### src/rtl/riscv_pkg.sv
// Shared encodings for the multicycle RISC-V control path: opcodes, FSM states,
// datapath mux selects and the bundled control word driven by the main FSM.
package riscv_pkg;

   localparam logic [6:0] OP_LW  = 7'b0000011;
   localparam logic [6:0] OP_SW  = 7'b0100011;
   localparam logic [6:0] OP_R   = 7'b0110011;
   localparam logic [6:0] OP_I   = 7'b0010011;
   localparam logic [6:0] OP_BEQ = 7'b1100011;
   localparam logic [6:0] OP_JAL = 7'b1101111;

   typedef enum logic [3:0] {
      S_FETCH    = 4'd0,
      S_DECODE   = 4'd1,
      S_MEMADR   = 4'd2,
      S_MEMREAD  = 4'd3,
      S_MEMWB    = 4'd4,
      S_MEMWRITE = 4'd5,
      S_EXECUTER = 4'd6,
      S_EXECUTEI = 4'd7,
      S_ALUWB    = 4'd8,
      S_JAL      = 4'd9,
      S_BEQ      = 4'd10
   } state_e;

   localparam logic [1:0] ALUOP_ADD   = 2'b00;
   localparam logic [1:0] ALUOP_SUB   = 2'b01;
   localparam logic [1:0] ALUOP_FUNCT = 2'b10;

   localparam logic [1:0] RES_ALUOUT = 2'b00;
   localparam logic [1:0] RES_DATA   = 2'b01;
   localparam logic [1:0] RES_ALU    = 2'b10;

   localparam logic [1:0] SRCA_PC    = 2'b00;
   localparam logic [1:0] SRCA_OLDPC = 2'b01;
   localparam logic [1:0] SRCA_RS1   = 2'b10;

   localparam logic [1:0] SRCB_RS2  = 2'b00;
   localparam logic [1:0] SRCB_IMM  = 2'b01;
   localparam logic [1:0] SRCB_FOUR = 2'b10;

   localparam logic [1:0] IMM_I = 2'b00;
   localparam logic [1:0] IMM_S = 2'b01;
   localparam logic [1:0] IMM_B = 2'b10;
   localparam logic [1:0] IMM_J = 2'b11;

   typedef enum logic [2:0] {
      OPC_LOAD,
      OPC_STORE,
      OPC_RTYPE,
      OPC_ITYPE,
      OPC_BEQ,
      OPC_JAL,
      OPC_ILLEGAL
   } op_class_e;

   typedef struct packed {
      logic       pc_update;
      logic       branch;
      logic       adr_src;
      logic       mem_write;
      logic       ir_write;
      logic [1:0] result_src;
      logic [1:0] alu_src_a;
      logic [1:0] alu_src_b;
      logic [1:0] alu_op;
      logic       reg_write;
      logic       instr_done;
   } ctrl_t;

   // FETCH control word; also what the outputs show while reset is held.
   function automatic ctrl_t fetch_ctrl();
      ctrl_t c;
      c            = '0;
      c.ir_write   = 1'b1;
      c.alu_src_a  = SRCA_PC;
      c.alu_src_b  = SRCB_FOUR;
      c.alu_op     = ALUOP_ADD;
      c.result_src = RES_ALU;
      c.pc_update  = 1'b1;
      return c;
   endfunction

endpackage

### src/rtl/instr_decoder.sv
// Combinational opcode decode: instruction class, immediate format and an
// unsupported-opcode flag for the main control FSM.
module instr_decoder
   import riscv_pkg::*;
(
   input  logic [6:0] op_i,
   output op_class_e  op_class_o,
   output logic [1:0] imm_src_o,
   output logic       illegal_o
);

   always_comb begin
      // NOTE: every output gets a default before the case so no path leaves
      // it unassigned, which would otherwise infer a latch.
      op_class_o = OPC_ILLEGAL;
      imm_src_o  = IMM_I;
      case (op_i)
         OP_LW: begin
            op_class_o = OPC_LOAD;
            imm_src_o  = IMM_I;
         end
         OP_SW: begin
            op_class_o = OPC_STORE;
            imm_src_o  = IMM_S;
         end
         OP_R:   op_class_o = OPC_RTYPE;
         OP_I: begin
            op_class_o = OPC_ITYPE;
            imm_src_o  = IMM_I;
         end
         OP_BEQ: begin
            op_class_o = OPC_BEQ;
            imm_src_o  = IMM_B;
         end
         OP_JAL: begin
            op_class_o = OPC_JAL;
            imm_src_o  = IMM_J;
         end
         default: ;
      endcase
   end

   assign illegal_o = (op_class_o == OPC_ILLEGAL);

endmodule

### src/rtl/main_control_fsm.sv
// Multicycle RISC-V main control: Moore FSM stepping each instruction through
// fetch/decode/execute/memory/writeback and driving datapath enables and muxes.
module main_control_fsm
   import riscv_pkg::*;
(
   input  logic       clk,
   input  logic       reset,
   input  logic [6:0] op,
   input  logic       zero,
   output logic       pcWrite,
   output logic       adrSrc,
   output logic       memWrite,
   output logic       irWrite,
   output logic [1:0] resultSrc,
   output logic [1:0] aluSrcA,
   output logic [1:0] aluSrcB,
   output logic [1:0] aluOp,
   output logic       regWrite,
   output logic [1:0] immSrc,
   output logic       instrDone,
   output logic       illegalOp
);

   state_e    state_q, state_d;
   op_class_e op_class;
   logic [1:0] imm_src;
   logic       op_illegal;
   ctrl_t      ctrl;

   instr_decoder u_instr_decoder (
      .op_i       (op),
      .op_class_o (op_class),
      .imm_src_o  (imm_src),
      .illegal_o  (op_illegal)
   );

   always_comb begin
      state_d = S_FETCH;
      case (state_q)
         S_FETCH:  state_d = S_DECODE;
         S_DECODE: begin
            case (op_class)
               OPC_LOAD, OPC_STORE: state_d = S_MEMADR;
               OPC_RTYPE:           state_d = S_EXECUTER;
               OPC_ITYPE:           state_d = S_EXECUTEI;
               OPC_BEQ:             state_d = S_BEQ;
               OPC_JAL:             state_d = S_JAL;
               default:             state_d = S_FETCH;
            endcase
         end
         S_MEMADR: begin
            if (op_class == OPC_LOAD)       state_d = S_MEMREAD;
            else if (op_class == OPC_STORE) state_d = S_MEMWRITE;
            else                            state_d = S_FETCH;
         end
         S_MEMREAD:                     state_d = S_MEMWB;
         S_EXECUTER, S_EXECUTEI, S_JAL: state_d = S_ALUWB;
         default:                       state_d = S_FETCH;
      endcase
   end

   always_ff @(posedge clk) begin
      // NOTE: sequential state uses non-blocking assignment so every flop
      // samples pre-edge values regardless of block evaluation order.
      if (reset) state_q <= S_FETCH;
      else       state_q <= state_d;
   end

   always_comb begin
      ctrl = '0;
      case (state_q)
         S_FETCH: ctrl = fetch_ctrl();
         S_DECODE: begin
            ctrl.alu_src_a = SRCA_OLDPC;
            ctrl.alu_src_b = SRCB_IMM;
            ctrl.alu_op    = ALUOP_ADD;
         end
         S_MEMADR: begin
            ctrl.alu_src_a = SRCA_RS1;
            ctrl.alu_src_b = SRCB_IMM;
            ctrl.alu_op    = ALUOP_ADD;
         end
         S_MEMREAD: begin
            ctrl.adr_src    = 1'b1;
            ctrl.result_src = RES_ALUOUT;
         end
         S_MEMWB: begin
            ctrl.result_src = RES_DATA;
            ctrl.reg_write  = 1'b1;
            ctrl.instr_done = 1'b1;
         end
         S_MEMWRITE: begin
            ctrl.adr_src    = 1'b1;
            ctrl.mem_write  = 1'b1;
            ctrl.instr_done = 1'b1;
         end
         S_EXECUTER: begin
            ctrl.alu_src_a = SRCA_RS1;
            ctrl.alu_src_b = SRCB_RS2;
            ctrl.alu_op    = ALUOP_FUNCT;
         end
         S_EXECUTEI: begin
            ctrl.alu_src_a = SRCA_RS1;
            ctrl.alu_src_b = SRCB_IMM;
            ctrl.alu_op    = ALUOP_FUNCT;
         end
         S_JAL: begin
            ctrl.alu_src_a  = SRCA_OLDPC;
            ctrl.alu_src_b  = SRCB_FOUR;
            ctrl.alu_op     = ALUOP_ADD;
            ctrl.result_src = RES_ALUOUT;
            ctrl.pc_update  = 1'b1;
         end
         S_ALUWB: begin
            ctrl.result_src = RES_ALUOUT;
            ctrl.reg_write  = 1'b1;
            ctrl.instr_done = 1'b1;
         end
         S_BEQ: begin
            ctrl.alu_src_a  = SRCA_RS1;
            ctrl.alu_src_b  = SRCB_RS2;
            ctrl.alu_op     = ALUOP_SUB;
            ctrl.result_src = RES_ALUOUT;
            ctrl.branch     = 1'b1;
            ctrl.instr_done = 1'b1;
         end
         default: ;
      endcase
      // Reset is synchronous, so the state may still be mid-instruction here.
      if (reset) ctrl = fetch_ctrl();
   end

   assign pcWrite   = ctrl.pc_update | (ctrl.branch & zero);
   assign adrSrc    = ctrl.adr_src;
   assign memWrite  = ctrl.mem_write;
   assign irWrite   = ctrl.ir_write;
   assign resultSrc = ctrl.result_src;
   assign aluSrcA   = ctrl.alu_src_a;
   assign aluSrcB   = ctrl.alu_src_b;
   assign aluOp     = ctrl.alu_op;
   assign regWrite  = ctrl.reg_write;
   assign instrDone = ctrl.instr_done;
   assign immSrc    = reset ? IMM_I : imm_src;
   assign illegalOp = (state_q == S_DECODE) & op_illegal & ~reset;

endmodule

### config.mk
export PLATFORM = sky130hd
export DESIGN_NAME = main_control_fsm
export DESIGN_NICKNAME = d
export VERILOG_FILES = /design/src/rtl/riscv_pkg.sv /design/src/rtl/instr_decoder.sv /design/src/rtl/main_control_fsm.sv
export SDC_FILE = /design/constraint.sdc
export NUM_CORES = 1
export LEC_CHECK = 0
export CAP_MARGIN = 20
export CELL_PAD_IN_SITES_DETAIL_PLACEMENT = 1
export CELL_PAD_IN_SITES_GLOBAL_PLACEMENT = 2
export CORE_UTILIZATION = 22
export DETAILED_ROUTE_END_ITERATION = 10
export PLACE_DENSITY_LB_ADDON = 0.15
export SETUP_SLACK_MARGIN = 0.4
export SYNTH_ARGS = -nofsm -noshare
export SYNTH_HDL_FRONTEND = slang
export SYNTH_SLANG_ARGS = --single-unit
### constraint.sdc
create_clock -name clk -period 5.05 [get_ports clk]
set_clock_uncertainty 0.1 [all_clocks]
set_input_delay 1.01 -clock clk [delete_from_list [all_inputs] [get_ports clk]]
set_output_delay 1.01 -clock clk [all_outputs]
set_load 0.05 [all_outputs]
Fig. 1: met3 routing
(10 px per um)
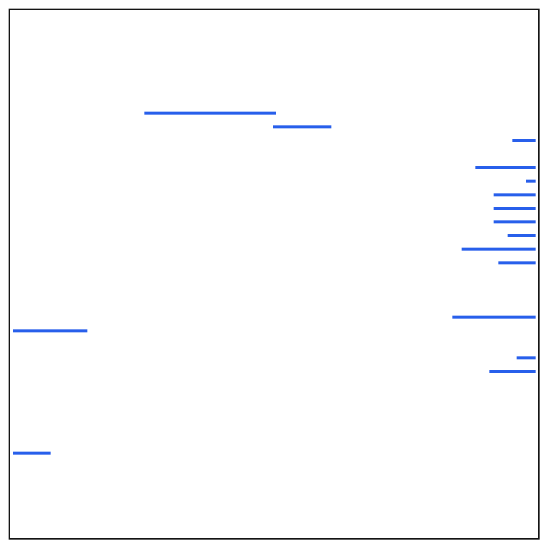
The longest straight run is 12.9 um. The layer carries 76.1 um of wire. 15 nets have wire on it.

Fig. 2: selected gate families
(8 px per um)
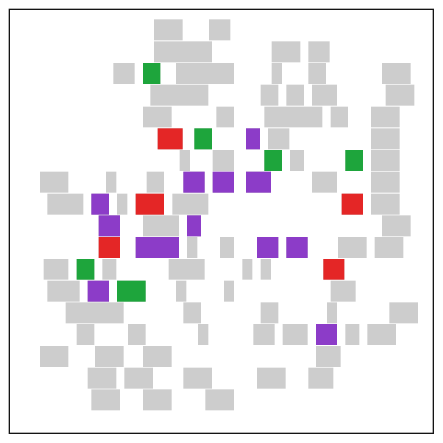
Key: green = AND and OR gates [cells 6]; red = AND-OR and OR-AND gates [cells 5]; purple = inverting AOI/OAI gates [cells 12]

Fig. 3: routing congestion
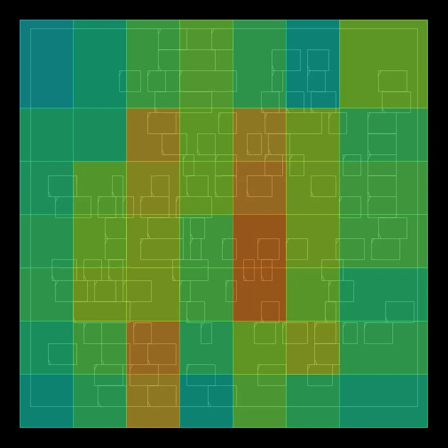
met2 usage: 25.3%
Tot GR Track Use: 13.2%
final core occ: 35.2%
routing usage on met3: 3.77%
WL/cell: 13.1 um

==> out/qor.txt <==
outcome -> complete, no violations
width of the die -> 52.8 um
Min Hold Slack -> 0.706 ns
Log Warnings -> 29
static leakage -> 0.301 nW
RSZ-0062 raised after global routing -> no
routability congestion estimate -> 0.729
Min-Delay Startpoint -> state_q[3]$_SDFF_PP0_
cell family with most CP delay -> buffers and inverters
FP Core Util -> 23.1%
Mapped Cells -> 74
worst path required time -> 3.94 ns
Hold Vio Cnt, Final -> 0
post-cts gate resize count -> 0
Post-Syn Nets -> 88
DR iter-0 viols -> 8
Hold EP -> state_q[3]$_SDFF_PP0_
CP arrival -> 3.36 ns
Vias/cell -> 5.05
CTS tree -> done
Bufs on Longest Clock Path -> 2
fillers -> 308
post-cts hold buffer count -> 0
Reg with most FFs -> state_q
clock latency on the worst-skew pair -> 0.24 ns
Slowest Stage Delay on Critical Path -> 0.71 ns
vias in the first global route -> 637
Pwr Density -> 138 mW/mm^2
WS Path Type -> in -> out
antenna cells -> 0
Final Power -> 0.119 mW
min Tclk post-route -> 4.47 ns
Die ar. -> 0.00279 sq mm
Post-CTS Setup Inserts -> 0
placed insts -> 124
grt ovf -> 0
final setup margin -> 0.578 ns
Final ANT Viol Nets -> 0
hold path depth -> 2
Post-DP HPWL -> 1330 um
Unique cell types -> 39
Slew @ Worst Pin -> 0.501 ns
pre-CTS setup slack -> 0.566 ns
Largest register FFs -> 4
YS chip area -> 568 sq um
cell mode on critical path -> clkdlybuf4s50_1
R2R depth -> 4
Buf/Inv on CP -> 2
clk sinks -> 4
reg2reg setup slack -> 3.33 ns
cell area after layout -> 865 sq um
P&R area growth vs syn -> 52.2%
Syn. warnings -> 0
total length of routed wires -> 1670 um
slowest CP cell -> clkdlybuf4s50_1
# Cells Yosys -> 74
Non-Filler Instances -> 127
Root Driver -> clkbuf_4
DRC Markers -> 0
min-delay worst type -> reg -> reg
IO Count -> 27
normalized max-slew margin -> 66.5%
TritonRoute pass-1 iters -> 4
initial antenna violation count -> 0
fraction of layout cells with a size suffix above 1 -> 8.25%
VDD IR max -> 0.0954 mV
flops & latches, synth -> 4
Worst setup SP type -> input pin
number of port buffers -> 26
RR Startpoint -> state_q[0]$_SDFF_PP0_
Tcrit/Tclk final -> 88.6%
core area -> 0.00245 sq mm
Crit Path Max Fanout -> 6
leading registers by flop count -> state_q: 4 flops
H-tree levels -> 1
Vias -> 641
synthesized area -> 568 sq um
largest net degree at the start of global routing -> 14
num rows -> 18
Fig. 4: cell classes on the final placement
(8 px per um) Fill, decap, tap and diode cells in gray.
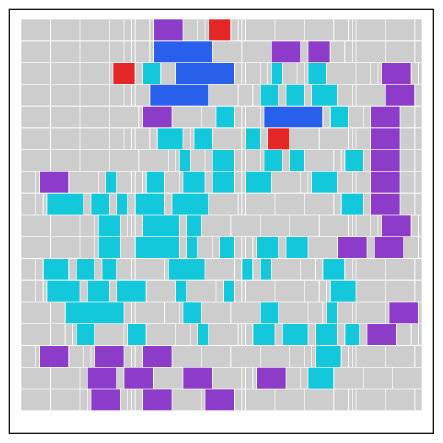
Key: blue = flops [cells 4, share of their area 9.7%]; cyan = combinational and other logic [cells 63, share of their area 55%]; red = clock drivers [cells 3, share of their area 2.7%]; purple = other buffers and delay cells [cells 27, share of their area 32%]

Fig. 5: drive-strength map
(8 px per um)
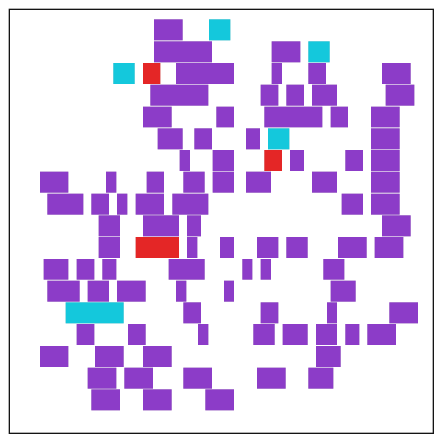
Key: cyan = _3 and _4 cells [cells 5, most used clkbuf_4]; red = _2 cells [cells 3, most used or2_2]; purple = _0 and _1 cells [cells 89, most used clkdlybuf4s50_1]

placed cells by master (no fill, tap or decap), drive strengths merged, types with 2 or more instances in the layout:
cell / Yosys / routed
dfxtp: 4 / 4
nor4b: 2 / 2
nor2: 6 / 6
nand2b: 2 / 2
nand3: 2 / 2
nand3b: 2 / 2
a21o: 2 / 2
xnor2: 4 / 4
or3: 2 / 2
a21oi: 2 / 2
nor2b: 2 / 2
clkdlybuf4s50: 0 / 26
clkbuf: 4 / 3
nor3: 2 / 2
ha: 4 / 4
inv: 3 / 3
or2: 2 / 2
nand2: 2 / 2
o31ai: 2 / 2
o211ai: 2 / 2
nor4: 5 / 5
per-layer routing:
layer  part of all wire [%]  GRT usage (%)  routed length [um]
met5                      0              0                   0
met1                     45           14.6                 756
met4                      0           1.32                   0
met2                     50           25.3                 836
met3                    4.6           3.77                  76
worst min-delay path, stage by stage, from the launching register on:
cell and delay (ns):
dfxtp_1 0.43, o211ai_1 0.25, a21oi_1 0.07
layout make-up:
class,instances,area [sq um],share of cell area [%]
tap,30,37.5,4.34
inverter,3,11.3,1.30
clock buffer,3,22.5,2.60
multi-input combinational,60,445,51.5
timing repair buffer,27,268,31.0
sequential,4,80.1,9.26
synth_stat cells (all sizes together):
cell | number | area, sq um
nor2 | 6 | 22.5
nor4 | 5 | 31.3
clkbuf | 4 | 15.0
dfxtp | 4 | 80.1
ha | 4 | 50.1
xnor2 | 4 | 35.0
buf | 3 | 16.3
inv | 3 | 11.3
a21o | 2 | 15.0
a21oi | 2 | 10.0
nand2 | 2 | 7.51
nand2b | 2 | 12.5
nand3 | 2 | 10.0
nand3b | 2 | 27.5
nor2b | 2 | 12.5
nor3 | 2 | 10.0
nor4b | 2 | 17.5
o211ai | 2 | 15.0
o31ai | 2 | 15.0
or2 | 2 | 12.5
or3 | 2 | 12.5
a2111oi | 1 | 15.0
a211oi | 1 | 7.51
a21boi | 1 | 7.51
a221oi | 1 | 8.76
a22oi | 1 | 7.51
a31oi | 1 | 6.26
a32o | 1 | 10.0
and2 | 1 | 6.26
nand4 | 1 | 6.26
nand4bb | 1 | 11.3
nor3b | 1 | 7.51
o21a | 1 | 7.51
o31a | 1 | 8.76
or4b | 1 | 10.0
xor2 | 1 | 8.76
worst max-delay path by stage:
stage                     end  cells after the start  start
finish              illegalOp                      7  op[1]
global route        illegalOp                      7  op[2]
CTS                 illegalOp                      7  op[1]
detailed placement  illegalOp                      7  op[1]
global placement    illegalOp                      7  op[0]
floorplan             pcWrite                      3  reset
logic make-up (layout without fill, tap and decap cells):
logic type	count (synthesis)	in the layout	synth area share [%]
AND/OR/NAND/NOR	34	34	38.3
buffers and inverters	10	33	7.49
flip-flops	4	4	14.1
AND-OR/OR-AND	17	17	23.6
adder cells (fa/ha/maj)	4	4	8.81
XOR/XNOR	5	5	7.71
where the power goes:
part	switching, mW	leakage (nW)	internal, mW	total, mW
sequential	0.00251	0.0325	0.0325	0.0350
clock	0.0138	0.0138	0.0266	0.0404
combinational	0.0244	0.255	0.0192	0.0435
total	0.0407	0.301	0.0783	0.119
Power and IR drop assume default switching activity.
